run_1/io_placement.png
Drawn at 2 px/um. Pins as bars across the die edge, other pins in grey.
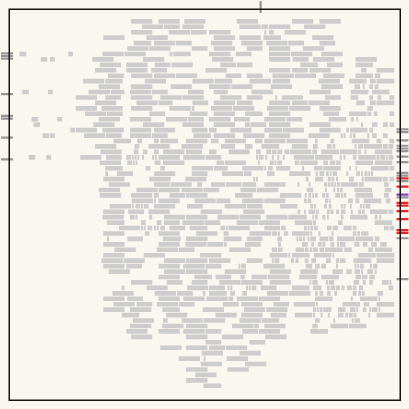
run_1/io_fan.png
Drawn at 1.5 px/um.
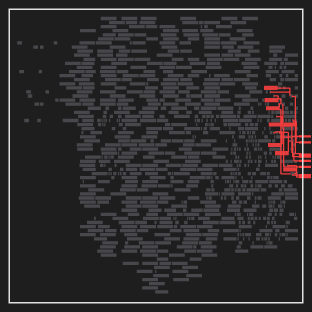
run_1/logic_types.png
Drawn at 2 px/um.
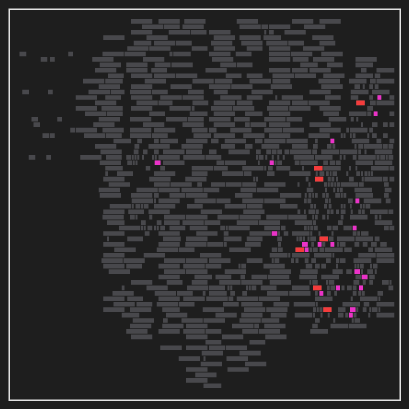
[config.mk]
export PLATFORM = sky130hd
export DESIGN_NAME = lcb_reply_framer
export DESIGN_NICKNAME = d
export VERILOG_FILES = /design/src/rtl/lcb_pkg.sv /design/src/rtl/lcb_reply_buf.sv /design/src/rtl/lcb_reply_framer.sv
export SDC_FILE = /design/constraint.sdc
export NUM_CORES = 1
export LEC_CHECK = 0
export CAP_MARGIN = 10
export CORE_MARGIN = 2
export CORE_UTILIZATION = 35
export CTS_BUF_LIST = sky130_fd_sc_hd__clkbuf_4 sky130_fd_sc_hd__clkbuf_8 sky130_fd_sc_hd__clkbuf_16
export DETAILED_ROUTE_END_ITERATION = 12
export HOLD_SLACK_MARGIN = 0.08
export MAX_ROUTING_LAYER = met4
export PLACE_DENSITY = 0.59
export SLEW_MARGIN = 0
export SYNTH_ARGS = -nofsm -noshare
export SYNTH_HDL_FRONTEND = slang
export SYNTH_HIERARCHICAL = 1
export SYNTH_SLANG_ARGS = --single-unit
[constraint.sdc]
create_clock -name clk -period 2.45 [get_ports clk]
set_input_delay 0.245 -clock clk [delete_from_list [all_inputs] [get_ports clk]]
set_output_delay 0.245 -clock clk [all_outputs]
set_load 0.1 [all_outputs]
[src/rtl/lcb_pkg.sv]
// Shared types and constants for the LCB reply framer.
package lcb_pkg;

  typedef enum logic [2:0] {
    IDLE,
    WAIT1,
    COLLECT,
    RELEASE,
    FILLOUT
  } lcb_state_e;

  localparam logic [7:0] FILL_DEFAULT = 8'h00;
  localparam int         TIMER_W      = 13;
  localparam int         ADDR_W       = 5;

endpackage

[src/rtl/lcb_reply_buf.sv]
// 32x8 simple dual-port reply buffer with a registered read port, written
// so synthesis maps it onto block RAM.
module lcb_reply_buf
  import lcb_pkg::*;
(
  input  logic              clk,
  input  logic              wrEn_i,
  input  logic [ADDR_W-1:0] wrAddr_i,
  input  logic [7:0]        wrData_i,
  input  logic              rdEn_i,
  input  logic [ADDR_W-1:0] rdAddr_i,
  output logic [7:0]        rdData_o
);

  logic [7:0] mem_q [0:(1<<ADDR_W)-1];

  always_ff @(posedge clk) begin
    if (wrEn_i) mem_q[wrAddr_i] <= wrData_i;
    if (rdEn_i) rdData_o <= mem_q[rdAddr_i];
  end

endmodule

[src/rtl/lcb_reply_framer.sv]
// Buffers one LCB reply, then releases exactly BYTES bytes (or a fill frame
// on a missing/short/stalled reply) at one byte every two clocks.
module lcb_reply_framer
  import lcb_pkg::*;
#(
  parameter int         BYTES   = 16,
  parameter int         GAP_TO  = 400,
  parameter int         RESP_TO = 4000,
  parameter logic [7:0] FILL    = FILL_DEFAULT
) (
  input  logic       clk,
  input  logic       rst,
  input  logic       iStart,
  input  logic [7:0] iData,
  input  logic       iValid,
  output logic [7:0] oData,
  output logic       oValid,
  output logic       oFrameOk,
  output logic       oFrameErr,
  output logic       oOverrun,
  output logic [7:0] oErrCnt
);

  localparam logic [ADDR_W-1:0]  LAST_PTR = ADDR_W'(BYTES - 1);
  localparam logic [TIMER_W-1:0] RESP_LIM = TIMER_W'(RESP_TO);
  localparam logic [TIMER_W-1:0] GAP_LIM  = TIMER_W'(GAP_TO);
  localparam logic [5:0]         RD_END   = 6'(2 * BYTES);
  localparam logic [5:0]         CNT_DONE = 6'(2 * BYTES + 1);

  lcb_state_e         state_q, state_d;
  logic [ADDR_W-1:0]  wptr_q, wptr_d;
  logic [TIMER_W-1:0] timer_q, timer_d;
  logic [5:0]         cnt_q, cnt_d;
  logic               pend_q, pend_d;
  logic               rdValid_q, rdValid_d;
  logic               rdFill_q, rdFill_d;
  logic [7:0]         oData_q, oData_d;
  logic               oValid_q;
  logic               ok_q, ok_d;
  logic               err_q, err_d;
  logic               overrun_q, overrun_d;
  logic [7:0]         errCnt_q, errCnt_d;

  logic               wrEn;
  logic               rdEn;
  logic [7:0]         rdData;

  lcb_reply_buf u_buf (
    .clk      (clk),
    .wrEn_i   (wrEn),
    .wrAddr_i (wptr_q),
    .wrData_i (iData),
    .rdEn_i   (rdEn),
    .rdAddr_i (cnt_q[5:1]),
    .rdData_o (rdData)
  );

  // During RELEASE/FILLOUT, cnt_q paces the frame: even counts issue a byte,
  // and the two-stage read/output pipeline puts the frame pulse at CNT_DONE.
  always_comb begin
    state_d   = state_q;
    wptr_d    = wptr_q;
    timer_d   = timer_q;
    cnt_d     = cnt_q;
    pend_d    = pend_q;
    rdValid_d = 1'b0;
    rdFill_d  = 1'b0;
    ok_d      = 1'b0;
    err_d     = 1'b0;
    overrun_d = overrun_q;
    errCnt_d  = errCnt_q;
    wrEn      = 1'b0;
    rdEn      = 1'b0;

    if ((state_q == WAIT1 || state_q == COLLECT) && timer_q != '1)
      timer_d = timer_q + 1'b1;

    unique case (state_q)
      IDLE: begin
        cnt_d = '0;
        if (iValid) overrun_d = 1'b1;
        if (iStart || pend_q) begin
          state_d = WAIT1;
          pend_d  = 1'b0;
          wptr_d  = '0;
          timer_d = '0;
        end
      end
      WAIT1: begin
        if (iStart) pend_d = 1'b1;
        if (iValid) begin
          wrEn    = 1'b1;
          wptr_d  = ADDR_W'(1);
          timer_d = '0;
          cnt_d   = '0;
          state_d = (BYTES == 1) ? RELEASE : COLLECT;
        end else if (timer_q == RESP_LIM) begin
          cnt_d   = '0;
          state_d = FILLOUT;
        end
      end
      COLLECT: begin
        if (iStart) pend_d = 1'b1;
        if (iValid) begin
          wrEn    = 1'b1;
          wptr_d  = wptr_q + 1'b1;
          timer_d = '0;
          if (wptr_q == LAST_PTR) begin
            cnt_d   = '0;
            state_d = RELEASE;
          end
        end else if (timer_q == GAP_LIM) begin
          cnt_d   = '0;
          state_d = FILLOUT;
        end
      end
      RELEASE, FILLOUT: begin
        if (iStart) pend_d = 1'b1;
        if (iValid) overrun_d = 1'b1;
        cnt_d = cnt_q + 1'b1;
        if (!cnt_q[0] && cnt_q < RD_END) begin
          rdValid_d = 1'b1;
          rdFill_d  = (state_q == FILLOUT);
          rdEn      = (state_q == RELEASE);
        end
        if (cnt_q == CNT_DONE) begin
          state_d = IDLE;
          if (state_q == RELEASE) begin
            ok_d = 1'b1;
          end else begin
            err_d = 1'b1;
            if (errCnt_q != 8'hFF) errCnt_d = errCnt_q + 8'd1;
          end
        end
      end
      default: state_d = IDLE;
    endcase
  end

  always_comb begin
    oData_d = oData_q;
    if (rdValid_q) oData_d = rdFill_q ? FILL : rdData;
  end

  always_ff @(posedge clk or posedge rst) begin
    if (rst) begin
      state_q   <= IDLE;
      wptr_q    <= '0;
      timer_q   <= '0;
      cnt_q     <= '0;
      pend_q    <= 1'b0;
      rdValid_q <= 1'b0;
      rdFill_q  <= 1'b0;
      oData_q   <= '0;
      oValid_q  <= 1'b0;
      ok_q      <= 1'b0;
      err_q     <= 1'b0;
      overrun_q <= 1'b0;
      errCnt_q  <= '0;
    end else begin
      state_q   <= state_d;
      wptr_q    <= wptr_d;
      timer_q   <= timer_d;
      cnt_q     <= cnt_d;
      pend_q    <= pend_d;
      rdValid_q <= rdValid_d;
      rdFill_q  <= rdFill_d;
      oData_q   <= oData_d;
      oValid_q  <= rdValid_q;
      ok_q      <= ok_d;
      err_q     <= err_d;
      overrun_q <= overrun_d;
      errCnt_q  <= errCnt_d;
    end
  end

  assign oData     = oData_q;
  assign oValid    = oValid_q;
  assign oFrameOk  = ok_q;
  assign oFrameErr = err_q;
  assign oOverrun  = overrun_q;
  assign oErrCnt   = errCnt_q;

endmodule

==> out/results.ini, run 1 <==
[synthesis]
async_flop_share_pct = 15.9
ys_sh_simple_pct = 6.18
synth_cells = 696
synth_area_sq_mm = 0.0127
aoi_share_pct = 2.70
edf_count = 264
synth_warnings = 6
ff_type = edfxtp_1
avgSynthCellArea_sq_um = 18.3

[drt]
wirelength_met1_um = 12400
num_vias = 6542
detail_route.wl_per_cell_um = 21.1

[pwr]
seq-power_mw = 6.20
pg_comb_mw = 3.13
p_sw_share_pct = 27.6

[layout]
clk_share_pct = 7.00
syn2layout_area_growth_pct = 18.9
diodes = 0
fin_area_sq_mm = 0.0151
nets = 824
regArea_sq_mm = 0.00918
logic_area_sq_mm = 0.00331
top_regs = u_buf/mem_q (256), timer_q (13)

[critical_path]
crit_start = cnt_q[1]
worst_r2r_startpoint = cnt_q[1]
start_kind = register
crit_cells = 5
ff2ff_path_depth = 5

[run_status]
status = finished clean

[die]
die_x_um = 195
die_h_um = 195

[clocking]
clkTransAtPathRegs_ns = 0.06
cts_num_sinks = 314

[sta]
rsz0062_at_grt = no
fin_ws_ns = 0.0523
max-slew-margin-rel_pct = 56.7
fin_skew_ns = 0.0203

[placement]
port_buffers = 31
dp_slack_ns = 0.0112

[job]
tool_warnings = 29
drv_cap = 0

[grt]
grt_most_used_layer = met2

About io_placement.png:
- red: oData (pins 8; direction output; edge east)
- purple: oOverrun (pins 1; direction output; edge east)
- all pins by edge: 23 east, 8 west, 1 north

About io_fan.png:
- red: oData (direction output; edge east; end cells 8; buffers 8; wire 343 um)

About logic_types.png:
- red: fa/ha/maj cells (cells 7; most used ha_1)
- magenta: and/or cells (cells 19; most used and3_1)

==> run 1 -> run 2 <==
--- a/config.mk
+++ b/config.mk
@@ -5,13 +5,13 @@
 export SDC_FILE = /design/constraint.sdc
 export NUM_CORES = 1
 export LEC_CHECK = 0
+export ABC_AREA = 1
 export CAP_MARGIN = 10
 export CORE_MARGIN = 2
 export CORE_UTILIZATION = 35
 export CTS_BUF_LIST = sky130_fd_sc_hd__clkbuf_4 sky130_fd_sc_hd__clkbuf_8 sky130_fd_sc_hd__clkbuf_16
 export DETAILED_ROUTE_END_ITERATION = 12
 export HOLD_SLACK_MARGIN = 0.08
-export MAX_ROUTING_LAYER = met4
 export PLACE_DENSITY = 0.59
 export SLEW_MARGIN = 0
 export SYNTH_ARGS = -nofsm -noshare
==> out/results.ini, run 2 <==
[layout]
nets = 1361  ; +65%
clk_share_pct = 6.72  ; -0.28 points
syn2layout_area_growth_pct = 15.3
fin_area_sq_mm = 0.0156  ; +3.3%
logic_area_sq_mm = 0.00371  ; +12%
regArea_sq_mm = 0.00918  ; unchanged
top_regs = u_buf/mem_q (256), timer_q (13)
diodes = 0  ; unchanged

[sta]
rsz0062_at_grt = no
fin_ws_ns = 0.345  ; +0.292 ns
max-slew-margin-rel_pct = 59.5  ; +2.9 points

[clocking]
cts-buffers-inserted = 30
cts_num_sinks = 314  ; unchanged
clkTransAtPathRegs_ns = 0.06  ; about the same

[synthesis]
ff_type = edfxtp_1
yosys.area.top_type = edfxtp_1
edf_count = 264  ; unchanged
aoi_share_pct = 1.13  ; -1.6 points
ys_sh_simple_pct = 25.0  ; +19 points
synth_area_sq_mm = 0.0136  ; +6.5%
synth_cells = 1272  ; +83%
avgSynthCellArea_sq_um = 10.7  ; -42%
synth_warnings = 6  ; unchanged

[die]
die_h_um = 201  ; +3.1%
die_x_um = 201  ; +3.1%

[critical_path]
worst-setup-path-type = reg -> reg
ff2ff_path_depth = 10  ; +5
crit_start = state_q[0]
start_kind = register
worst_r2r_startpoint = state_q[0]
crit_cells = 10  ; +5

[placement]
port_buffers = 31  ; unchanged

[pwr]
p_sw_share_pct = 29.4  ; +1.9 points
seq-power_mw = 6.21  ; about the same
pg_comb_mw = 2.56  ; -18%

[run_status]
status = finished clean

[drt]
num_vias = 9092  ; +39%
topRoutingLayerUsed = met4
detail_route.wl_per_cell_um = 17.0  ; -20%

[job]
drv_cap = 0  ; unchanged

[grt]
grt_most_used_layer = met2
grt_util_met3_pct = 1.85

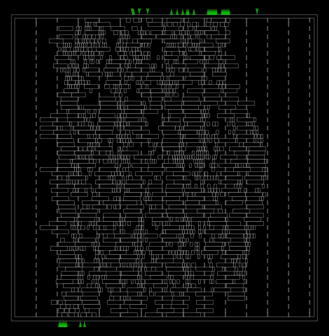
run_2/placement.png
non-filler cells, final: 1884
Filler cells: 3681
tap cells: 518
fin util: 40.6%

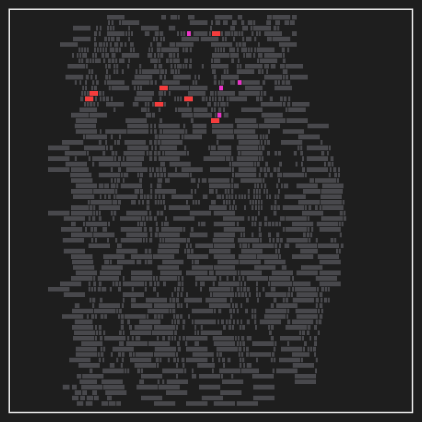
run_2/logic_types.png
Drawn at 2 px/um.
- magenta: and/or cells (cells 4; most used or2_2; where north)
- red: fa/ha/maj cells (cells 7; most used ha_1)

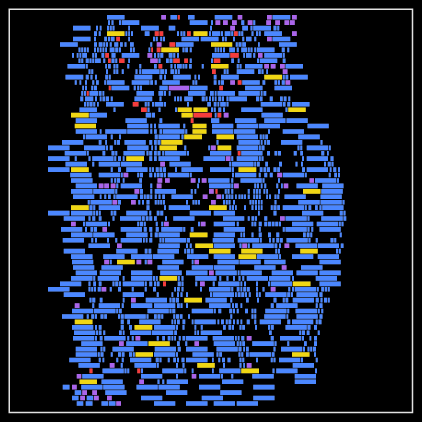
run_2/sizes.png
Drawn at 2 px/um.
- yellow: _6 and larger (cells 43; most used clkbuf_16)
- red: _2 cells (cells 32)
- blue: _0 and _1 cells (cells 1206; most used nand2_1)
- purple: _3 and _4 cells (cells 85; most used buf_4)

